## src/rtl/sadd_result_collector_if.sv

```systemverilog
// rtl/sadd_result_collector_if.sv - serial sum stream in, parallel result word handshake out
interface sadd_result_collector_if #(
   parameter int WIDTH = 8
);
   logic             start;
   logic             bit_valid;
   logic             sum_bit;
   logic             carry_bit;
   logic [WIDTH-1:0] res_data;
   logic             res_carry;
   logic             res_valid;
   logic             res_ready;

   modport master (
      output start, bit_valid, sum_bit, carry_bit, res_ready,
      input  res_data, res_carry, res_valid
   );

   modport slave (
      input  start, bit_valid, sum_bit, carry_bit, res_ready,
      output res_data, res_carry, res_valid
   );
endinterface

```

## src/rtl/sadd_result_collector.sv

```systemverilog
// rtl/sadd_result_collector.sv - reassembles LSB-first serial sums into words behind a small FWFT buffer
module sadd_result_collector #(
   parameter int WIDTH = 8,
   parameter int DEPTH = 2
) (
   input  logic                   clk,
   input  logic                   rst,
   sadd_result_collector_if.slave sif,
   output logic                   busy,
   output logic [$clog2(DEPTH):0] level,
   output logic                   overflow_err,
   input  logic                   clr_err
);
   localparam int CW = (WIDTH > 1) ? $clog2(WIDTH) : 1;
   localparam int PW = (DEPTH > 1) ? $clog2(DEPTH) : 1;

   typedef enum logic {IDLE, COLLECT} state_t;

   state_t           state;
   logic [WIDTH-1:0] shreg;
   logic [CW-1:0]    cnt;
   logic [WIDTH:0]   done_word;
   logic             done_valid;
   logic [WIDTH:0]   mem [DEPTH];
   logic [PW-1:0]    wr_ptr;
   logic [PW-1:0]    rd_ptr;
   logic [PW:0]      count;

   logic last_bit;
   logic full;
   logic pop;
   logic push;
   logic drop;

   always_comb begin
      last_bit = (state == COLLECT) && !sif.start && sif.bit_valid && (cnt == CW'(WIDTH - 1));
      full     = (count == (PW + 1)'(DEPTH));
      pop      = sif.res_valid && sif.res_ready;
      // A full buffer still takes the completed word when the head leaves in the same cycle.
      push     = done_valid && (!full || pop);
      drop     = done_valid && full && !pop;
   end

   always_ff @(posedge clk) begin
      if (!rst) begin
         state        <= IDLE;
         shreg        <= '0;
         cnt          <= '0;
         done_word    <= '0;
         done_valid   <= 1'b0;
         wr_ptr       <= '0;
         rd_ptr       <= '0;
         count        <= '0;
         overflow_err <= 1'b0;
      end else begin
         done_valid <= last_bit;
         if (last_bit)
            done_word <= {sif.carry_bit, sif.sum_bit, shreg[WIDTH-1:1]};

         case (state)
            IDLE: begin
               if (sif.start) begin
                  state <= COLLECT;
                  shreg <= '0;
                  cnt   <= '0;
               end
            end
            COLLECT: begin
               if (sif.start) begin
                  shreg <= '0;
                  cnt   <= '0;
               end else if (sif.bit_valid) begin
                  shreg <= {sif.sum_bit, shreg[WIDTH-1:1]};
                  if (last_bit) begin
                     cnt   <= '0;
                     state <= IDLE;
                  end else begin
                     cnt <= cnt + 1'b1;
                  end
               end
            end
            default: state <= IDLE;
         endcase

         if (push) begin
            mem[wr_ptr] <= done_word;
            wr_ptr      <= wr_ptr + 1'b1;
         end
         if (pop)
            rd_ptr <= rd_ptr + 1'b1;

         case ({push, pop})
            2'b10:   count <= count + 1'b1;
            2'b01:   count <= count - 1'b1;
            default: count <= count;
         endcase

         if (drop)
            overflow_err <= 1'b1;
         else if (clr_err)
            overflow_err <= 1'b0;
      end
   end

   assign sif.res_valid = (count != '0);
   assign sif.res_data  = sif.res_valid ? mem[rd_ptr][WIDTH-1:0] : '0;
   assign sif.res_carry = sif.res_valid ? mem[rd_ptr][WIDTH] : 1'b0;
   assign busy          = (state == COLLECT);
   assign level         = count;
endmodule

```

## src/flat_wrapper.sv

```systemverilog
// flat-port wrapper written by rule: the top's interface ports become plain ports
module sadd_result_collector_flat 
#(
   parameter int WIDTH = 8,
   parameter int DEPTH = 2
)
  (clk, rst, busy, level, overflow_err, clr_err, sif_start, sif_bit_valid, sif_sum_bit, sif_carry_bit, sif_res_ready, sif_res_data, sif_res_carry, sif_res_valid);
  sadd_result_collector_if #(.WIDTH(WIDTH)) sif_i ();
  input  logic clk;
  input  logic rst;
  output logic busy;
  output logic [$clog2(DEPTH):0] level;
  output logic overflow_err;
  input  logic clr_err;
  input wire logic [$bits(sif_i.start)-1:0] sif_start;
  input wire logic [$bits(sif_i.bit_valid)-1:0] sif_bit_valid;
  input wire logic [$bits(sif_i.sum_bit)-1:0] sif_sum_bit;
  input wire logic [$bits(sif_i.carry_bit)-1:0] sif_carry_bit;
  input wire logic [$bits(sif_i.res_ready)-1:0] sif_res_ready;
  output wire logic [$bits(sif_i.res_data)-1:0] sif_res_data;
  output wire logic [$bits(sif_i.res_carry)-1:0] sif_res_carry;
  output wire logic [$bits(sif_i.res_valid)-1:0] sif_res_valid;
  assign sif_i.start = sif_start;
  assign sif_i.bit_valid = sif_bit_valid;
  assign sif_i.sum_bit = sif_sum_bit;
  assign sif_i.carry_bit = sif_carry_bit;
  assign sif_i.res_ready = sif_res_ready;
  assign sif_res_data = sif_i.res_data;
  assign sif_res_carry = sif_i.res_carry;
  assign sif_res_valid = sif_i.res_valid;
  sadd_result_collector #(.WIDTH(WIDTH), .DEPTH(DEPTH)) u_core (.clk(clk), .rst(rst), .sif(sif_i), .busy(busy), .level(level), .overflow_err(overflow_err), .clr_err(clr_err));
endmodule
```

## config.mk

```make
export PLATFORM = sky130hd
export DESIGN_NAME = sadd_result_collector_flat
export DESIGN_NICKNAME = d
export VERILOG_FILES = /design/src/rtl/sadd_result_collector_if.sv /design/src/rtl/sadd_result_collector.sv /design/src/flat_wrapper.sv
export SDC_FILE = /design/constraint.sdc
export NUM_CORES = 1
export LEC_CHECK = 0
export CORE_ASPECT_RATIO = 1.25
export CORE_MARGIN = 2
export CORE_UTILIZATION = 55
export DETAILED_ROUTE_END_ITERATION = 10
export PLACE_DENSITY = 0.81
export SETUP_SLACK_MARGIN = 0.15
export SLEW_MARGIN = 20
export SYNTH_ARGS = -nofsm -noshare
export SYNTH_HDL_FRONTEND = slang
export SYNTH_SLANG_ARGS = --single-unit
```

## constraint.sdc

```tcl
create_clock -name clk -period 2.7 [get_ports clk]
set_input_delay 0.405 -clock clk [delete_from_list [all_inputs] [get_ports clk]]
set_output_delay 0.405 -clock clk [all_outputs]
set_load 0.02 [all_outputs]
```

==> impl_metrics.py, run 1 <==
# Flow results
metrics = {
    "status": {
        "run_status": "complete, no violations",
    },
    "timing": {
        "holdWs_ns": 0.469,
        "relSlewSlack_pct": 52.5,
        "rsz0062_at_grt": "no",
        "worst_clock_skew_ns": 0.0129,
        "maxSlewViolCount": 0,
        "worst_slew_pin_slew_ns": 0.709,
        "layout_min_cycle_time_ns": 2.28,
        "setup-tns-final_ns": 0,
        "finalClockPeriodUsage_pct": 84.5,
        "hold_violations": 0,
        "finalWorstSetupSlack_ns": 0.417,
        "clock.fmax_mhz": 438,
        "timing.final.setup_violations": 0,
    },
    "place": {
        "cell_area_after_placement_sq_um": 1980,
        "pre_cts_ws_ns": 0.445,
        "port-buffer-count": 21,
        "numPlacedInstances": 214,
        "dp_hpwl_um": 2010,
        "place.gp.congestion": 0.709,
    },
    "grt": {
        "track_usage_pct": 18.1,
        "via_count_of_the_first_global_routing_pass": 1079,
        "globalRouteOverflowTotal": 0,
        "grt_max_degree": 20,
        "grt_antenna_before_repair": 0,
        "grt_pass1_wl_um": 4570,
    },
    "setup_path": {
        "reg2reg_launch_point": "u_core.level[1]$_SDFFE_PN0P_",
        "worstSetupPathType": "register to output port",
        "critical_path.reg2reg.endpoint": "u_core.level[1]$_SDFFE_PN0P_",
        "crit_end": "sif_res_data[6]",
        "cp.arrival_ns": 1.88,
        "start_kind": "register",
        "worst-path-max-fanout": 10,
        "timing.critical_path.max_delay_family": "simple AND/OR/NAND/NOR gates",
        "setup.reg_to_reg.worst_slack_ns": 0.83,
        "crit_path_max_incr_delay_ns": 0.56,
        "worstPathCellList": "nor2_1 > nor2_1 > clkdlybuf4s50_1",
        "critical_path.n_buffers_inverters": 1,
        "worstPathRequired_ns": 2.30,
        "source_of_the_critical_timing_path": "u_core.level[0]$_SDFFE_PN0P_",
        "end_kind": "output port",
        "cpMostUsedCell": "sky130_fd_sc_hd__nor2_1",
        "worst_r2r_path_depth": 6,
        "instance_count_on_the_critical_path": 3,
        "slowest_stage": "sky130_fd_sc_hd__clkdlybuf4s50_1",
    },
    "floorplan": {
        "die_width_um": 54.3,
        "die.size.y_um": 66.9,
        "initial_core_util_pct": 58.5,
        "num_rows": 22,
        "top_level_ports": 22,
        "core_area_sq_um": 2970,
        "fp.dieArea_sq_um": 3630,
    },
    "final_layout": {
        "mi_logic_area_sq_um": 614,
        "fillers": 227,
        "post_route_cells_drive_above_1_share_pct": 4.84,
        "post_route_non_filler_standard_cell_count": 222,
        "final_util_pct": 68.2,
        "antenna_diode_count": 0,
        "area_growth_syn_to_layout_pct": 16.5,
        "fin_nets": 196,
        "postLayoutCellArea_sq_um": 2030,
        "area.sequential_sq_um": 1080,
    },
    "hold_path": {
        "hold_path_end": "u_core.shreg[3]$_SDFFE_PN0P_",
        "hold_path_depth": 2,
        "hold_path.class": "register to register",
        "timing.hold.worst.start": "u_core.shreg[4]$_SDFFE_PN0P_",
    },
    "synthesis": {
        "netlist.area_leader.share_pct": 31.1,
        "topCellsByArea": "sky130_fd_sc_hd__dfxtp_1, sky130_fd_sc_hd__edfxtp_1, sky130_fd_sc_hd__nand2_1",
        "synth_adder_area_share_pct": 2.16,
        "synthCells": 162,
        "synth.logic.top_family": "simple AND/OR/NAND/NOR gates",
        "enable_flop_cells": 18,
        "most_common_cell": "sky130_fd_sc_hd__nand2_1",
        "mux_area_share_pct": 5.75,
        "combined_area_of_all_synthesized_cells_sq_um": 1740,
        "yosysTopAreaCell": "sky130_fd_sc_hd__dfxtp_1",
        "syn_area_per_cell_sq_um": 10.7,
        "part_of_the_yosys_area_used_for_sequential_elements_pct": 62.1,
        "yosys-stat-cells": 162,
        "ys_sh_aoi_pct": 8.48,
        "yosysWarningCount": 0,
        "net_count_after_synthesis": 173,
        "yosysUniqueCellTypes": 25,
        "ys_async_sr_fraction_pct": 0,
        "ys_sh_simple_pct": 17.4,
        "synth-area-yosys_sq_um": 1740,
        "ys_sh_xor_pct": 1.51,
        "synth_flops": 45,
        "ys_dominant_reg_cell": "sky130_fd_sc_hd__dfxtp_1",
        "yosys-top-cells-count": "sky130_fd_sc_hd__nand2_1, sky130_fd_sc_hd__dfxtp_1, sky130_fd_sc_hd__edfxtp_1",
    },
    "cts": {
        "root_buffer": "sky130_fd_sc_hd__clkbuf_4",
        "cts-root-to-sink-buffers": 2,
        "cts.hold.buffers_added": 0,
        "cts_setup_buffers": 0,
        "clk_pin_slew_worst_paths_ns": 0.12,
        "cts_tree": "yes",
        "cts.repair.resized": 0,
        "cts_max_level": 2,
        "clock-sinks": 45,
        "cts_buffers": 5,
        "clkLatencyLatePin_ns": 0.35,
    },
    "detailed_routing": {
        "route.antenna.remaining_nets": 0,
        "wl_per_cell_um": 12.0,
        "drt_iter0_markers": 18,
        "via_per_instance_ratio": 5.09,
        "initial_drt_pass_iterations": 4,
        "route.detailed.drc": 0,
    },
    "pwr": {
        "power_density_nw_per_um2": 508,
        "vdd.ir_drop.worst_mv": 0.452,
        "total_power_mw": 1.03,
        "cellLeakagePower_nw": 0.695,
    },
    "flow_run": {
        "stage_log_warnings": 26,
        "cap_violations": 0,
    },
}
==> run 1: report_power, final <==
group          total (mW)  switching (mW)  leakage [nW]  internal, mW
Clock               0.294           0.193        0.0293         0.102
Combinational      0.0312          0.0149         0.262        0.0163
Sequential          0.704         0.00199         0.404         0.702
Total                1.03           0.210         0.695         0.820
==> run 1: layer usage <==
metal	global-route usage, %	share of wire, %
met1	18.0	42
met2	31.5	52
met3	7.40	4.1
met4	8.44	2.2
met5	0	0
==> run 1: placed cells by master, fill, tap and decap left out, types with 3 or more instances in the layout <==
cell type	count
sky130_fd_sc_hd__mux2i_1	10
sky130_fd_sc_hd__nand2_1	36
sky130_fd_sc_hd__nor2_1	14
sky130_fd_sc_hd__a21boi_0	9
sky130_fd_sc_hd__edfxtp_1	18
sky130_fd_sc_hd__clkdlybuf4s50_1	21
sky130_fd_sc_hd__a21oi_1	9
sky130_fd_sc_hd__inv_1	5
sky130_fd_sc_hd__and2_1	6
sky130_fd_sc_hd__dfxtp_1	27
sky130_fd_sc_hd__clkbuf_4	5
sky130_fd_sc_hd__ha_1	3
sky130_fd_sc_hd__o21ai_0	3
sky130_fd_sc_hd__xnor2_1	3
==> run 1: state kept, by name, summed over array words and instances (netlist names), named ones only <==
| signal | flops |
|---|---|
| u_core.busy | 1 |
| u_core.cnt | 3 |
| u_core.done_valid | 1 |
| u_core.done_word | 9 |
| u_core.level | 2 |
| u_core.mem | 18 |
| u_core.overflow_err | 1 |
| u_core.rd_ptr | 1 |
| u_core.shreg | 7 |
| u_core.wr_ptr | 1 |
==> run 1: final cells by class <==
class	instances	share of cell area, %
Sequential cell	45	53.3
Multi-Input combinational cell	106	30.3
Timing Repair Buffer	22	10.7
Clock buffer	7	2.22
Tap cell	36	2.22
Inverter	5	0.926
Clock inverter	1	0.247
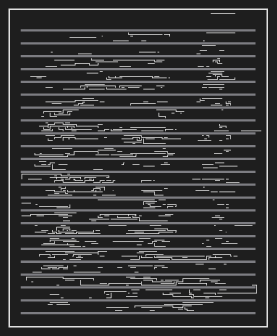
(run_1/m1.png)
Supply wires on this layer in gray.
nets with wire on the layer: 181
longest straight run: 12.0 um
share of all routed wire: 42%
post-detailed-routing wire length: 2660 um
Vias: 1130

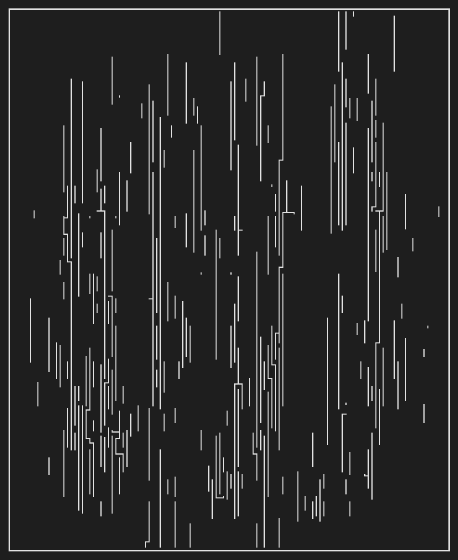
(run_1/m2.png)
share of all routed wire: 52%
wire length on this layer: 1380 um
longest straight run: 36.0 um
GR met2 Demand/Resource: 31.5%

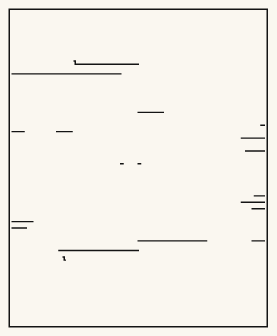
(run_1/m3.png)
wire length on this layer: 110 um
main direction: horizontal
nets with wire on the layer: 14
met3 global-route usage: 7.40%

==> run_1/route_heat.png <==
Bar = 20 um. 11 x 13 tiles, from dark purple (low) to yellow (high), scaled to the fullest tile. Values are wire area over tile area, all layers added.
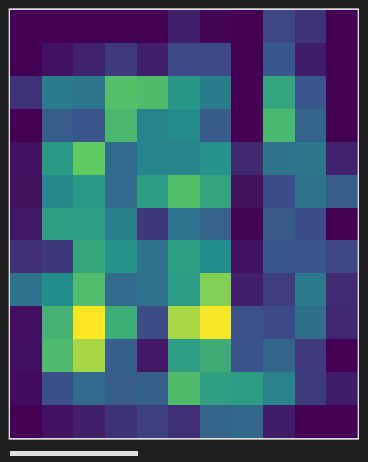

==> run 2, diff against run 1 <==
--- a/config.mk
+++ b/config.mk
@@ -7,9 +7,9 @@
 export LEC_CHECK = 0
 export CORE_ASPECT_RATIO = 1.25
 export CORE_MARGIN = 2
-export CORE_UTILIZATION = 55
+export CORE_UTILIZATION = 48
 export DETAILED_ROUTE_END_ITERATION = 10
-export PLACE_DENSITY = 0.81
+export PLACE_DENSITY = 0.75
 export SETUP_SLACK_MARGIN = 0.15
 export SLEW_MARGIN = 20
 export SYNTH_ARGS = -nofsm -noshare
==> constraint.sdc (replaced) <==
create_clock -name clk -period 1.85 [get_ports clk]
set_input_delay 0.2775 -clock clk [delete_from_list [all_inputs] [get_ports clk]]
set_output_delay 0.2775 -clock clk [all_outputs]
set_load 0.02 [all_outputs]
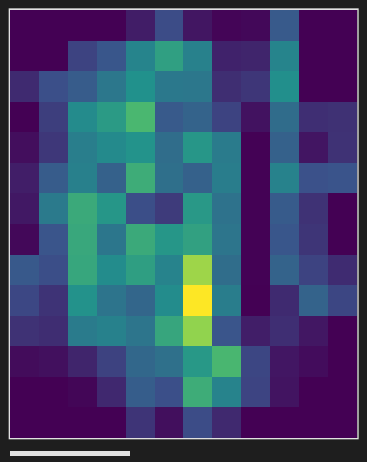
(run_2/route_heat.png)
Bar = 20 um. 12 x 14 tiles, from dark purple (low) to yellow (high), scaled to the fullest tile. Values are wire area over tile area, all layers added.
mean over tiles: 0.11
densest ninth of the die: middle
nearly empty tiles: 22%
tiles over half the peak: 14%
fullest tile: 0.43
total routing resource utilization after global routing: 15.2%
post-detailed-routing wire length: 2770 um
Vias: 1161
wire length per cell: 12.1 um

==> impl_metrics.py, run 2 <==
# Flow results
metrics = {
    "cts": {
        "clkLatencyLatePin_ns": 0.30,
        "root_buffer": "sky130_fd_sc_hd__clkbuf_8",
        "cts_setup_buffers": 2,
        "cts.repair.resized": 15,
        "cts_buffers": 5,
        "cts-root-to-sink-buffers": 2,
        "clk_pin_slew_worst_paths_ns": 0.08,
        "cts_max_level": 2,
        "clock-sinks": 45,
        "cts.hold.buffers_added": 0,
        "cts_tree": "yes",
    },
    "grt": {
        "via_count_of_the_first_global_routing_pass": 1089,
        "grt_max_degree": 20,
        "grt_antenna_before_repair": 0,
        "globalRouteOverflowTotal": 0,
        "grt_pass1_wl_um": 4710,
    },
    "floorplan": {
        "num_tap_cells": 39,
        "top_level_ports": 22,
        "initial_core_util_pct": 50.0,
        "core_area_sq_um": 3480,
        "die.size.y_um": 71.3,
        "num_rows": 24,
        "die_width_um": 57.9,
    },
    "synthesis": {
        "ys_dominant_reg_cell": "sky130_fd_sc_hd__dfxtp_1",
        "ys_sh_xor_pct": 1.51,
        "synth-area-yosys_sq_um": 1740,
        "mux_area_share_pct": 5.75,
        "part_of_the_yosys_area_used_for_sequential_elements_pct": 62.1,
        "yosysUniqueCellTypes": 25,
        "net_count_after_synthesis": 173,
        "ys_sh_simple_pct": 17.4,
        "ys_async_sr_fraction_pct": 0,
        "synth.logic.top_family": "simple AND/OR/NAND/NOR gates",
        "ys_sh_aoi_pct": 8.48,
        "synth_adder_area_share_pct": 2.16,
        "yosys-stat-cells": 162,
        "yosysWarningCount": 0,
        "yosys-top-cells-count": "sky130_fd_sc_hd__nand2_1, sky130_fd_sc_hd__dfxtp_1, sky130_fd_sc_hd__edfxtp_1",
        "yosysTopAreaCell": "sky130_fd_sc_hd__dfxtp_1",
        "synthCells": 162,
        "combined_area_of_all_synthesized_cells_sq_um": 1740,
        "synth_flops": 45,
    },
    "detailed_routing": {
        "via_per_instance_ratio": 5.07,
        "route.detailed.drc": 0,
        "route.antenna.remaining_nets": 0,
        "initial_drt_pass_iterations": 4,
        "drt_iter0_markers": 24,
    },
    "timing": {
        "worst_clock_skew_ns": 0.00653,
        "hold_violations": 0,
        "relSlewSlack_pct": 71.5,
        "finalWorstSetupSlack_ns": 0.0652,
        "finalClockPeriodUsage_pct": 96.5,
        "maxSlewViolCount": 0,
        "rsz0062_at_grt": "yes",
        "timing.final.setup_violations": 0,
    },
    "pwr": {
        "vdd.ir_drop.worst_mv": 0.717,
        "total_power_mw": 1.94,
        "power_density_nw_per_um2": 888,
        "power.share.switching_pct": 18.2,
        "power_report.internal_total_mw": 1.59,
        "power.share.clock_pct": 44.9,
    },
    "final_layout": {
        "area.sequential_sq_um": 1090,
        "fillers": 265,
        "layout.comb_gates.multi_input": 106,
        "layout_top_cell_excl_fill_tap": "sky130_fd_sc_hd__nand2_1",
        "antenna_diode_count": 0,
        "fin_nets": 200,
        "post_route_non_filler_standard_cell_count": 229,
        "sh_comb_area_pct": 29.6,
        "seq_area_share_pct": 50.0,
        "regMostFlops": "u_core.mem",
        "nNonClkBuffers": 26,
        "area_growth_syn_to_layout_pct": 25.6,
        "top_area_cell_class": "registers",
        "lay_top_cells": "sky130_fd_sc_hd__nand2_1, sky130_fd_sc_hd__dfxtp_1, sky130_fd_sc_hd__edfxtp_1, sky130_fd_sc_hd__nor2_1, sky130_fd_sc_hd__clkdlybuf4s50_1",
        "flop-count": 45,
        "mi_logic_area_sq_um": 647,
        "layout.clock.cell_area_share_pct": 6.30,
        "final-nonclk-buf-share_pct": 11.0,
    },
    "place": {
        "place.gp.congestion": 0.746,
        "dp_hpwl_um": 2070,
        "pre_cts_ws_ns": -0.300,
        "numPlacedInstances": 219,
    },
    "setup_path": {
        "source_of_the_critical_timing_path": "sif_res_ready",
        "end_kind": "register",
        "setup.reg_to_reg.worst_slack_ns": 0.07,
        "worst-path-max-fanout": 3,
        "worstSetupPathType": "input port to register",
        "worst_r2r_path_depth": 6,
        "crit_end": "u_core.level[1]$_SDFFE_PN0P_",
        "critical_path.reg2reg.endpoint": "u_core.level[1]$_SDFFE_PN0P_",
        "cp.arrival_ns": 2.01,
        "reg2reg_launch_point": "u_core.level[0]$_SDFFE_PN0P_",
    },
    "flow_run": {
        "cap_violations": 0,
        "stage_log_warnings": 28,
    },
    "hold_path": {
        "hold_path_end": "u_core.cnt[1]$_SDFFE_PN0P_",
        "hold_path.class": "register to register",
    },
    "status": {
        "run_status": "complete, no violations",
    },
}
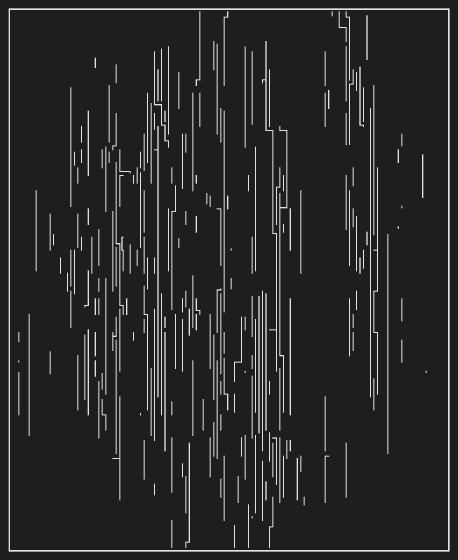
(run_2/m2.png)
main direction: vertical
wire length on this layer: 1490 um
GR met2 Demand/Resource: 27.3%

run 2: cell counts after synthesis:
No cell type changed its count.
run 2: worst max-delay path, stage by stage:
cell and delay [ns]:
sky130_fd_sc_hd__clkdlybuf4s50_1 0.42, sky130_fd_sc_hd__or3b_4 0.39, sky130_fd_sc_hd__and2_4 0.15, sky130_fd_sc_hd__inv_2 0.06, sky130_fd_sc_hd__ha_4 0.20, sky130_fd_sc_hd__or3_4 0.37, sky130_fd_sc_hd__a21boi_2 0.15
run 2: logic make-up (layout without fill, tap and decap cells):
family	after synthesis	after routing
AND-OR/OR-AND	24	24
buffers and inverters	11	39
multiplexers	10	10
adder cells (fa/ha/maj)	3	3
flip-flops	45	45
AND/OR/NAND/NOR	66	66
XOR/XNOR	3	3
run 2: power by group through the flow:
stage	logic (mW)	clock network [mW]	registers (mW)
3_3_place_gp	0.0455	0	1.05
2_1_floorplan	0.0204	0	1.05
6_report	0.0467	0.871	1.02
4_1_cts	0.0471	0.883	1.02
3_5_place_dp	0.0468	0	1.05
5_1_grt	0.0504	0.932	1.02
run 2: per-layer routing:
layer	share of wire [%]	global-route usage, %	vias up
met2	54	27.3	18
met4	3.2	8.79	0
met1	39	15.0	534
li1	-	-	601
met3	3.9	4.87	8
met5	0	0	-
run 2: through the flow:
step / instance area, sq um / utilization [%] / hold WS [ns]
2_1_floorplan: 1760 / - / 0.413
3_3_place_gp: 2020 / 57.9 / 0.437
3_5_place_dp: 2020 / 57.9 / 0.450
4_1_cts: 2180 / 62.5 / 0.468
5_1_grt: 2190 / 62.8 / 0.481
6_report: 2190 / 62.8 / 0.462
Power figures rest on the tool's default switching activity, not on a simulated workload.
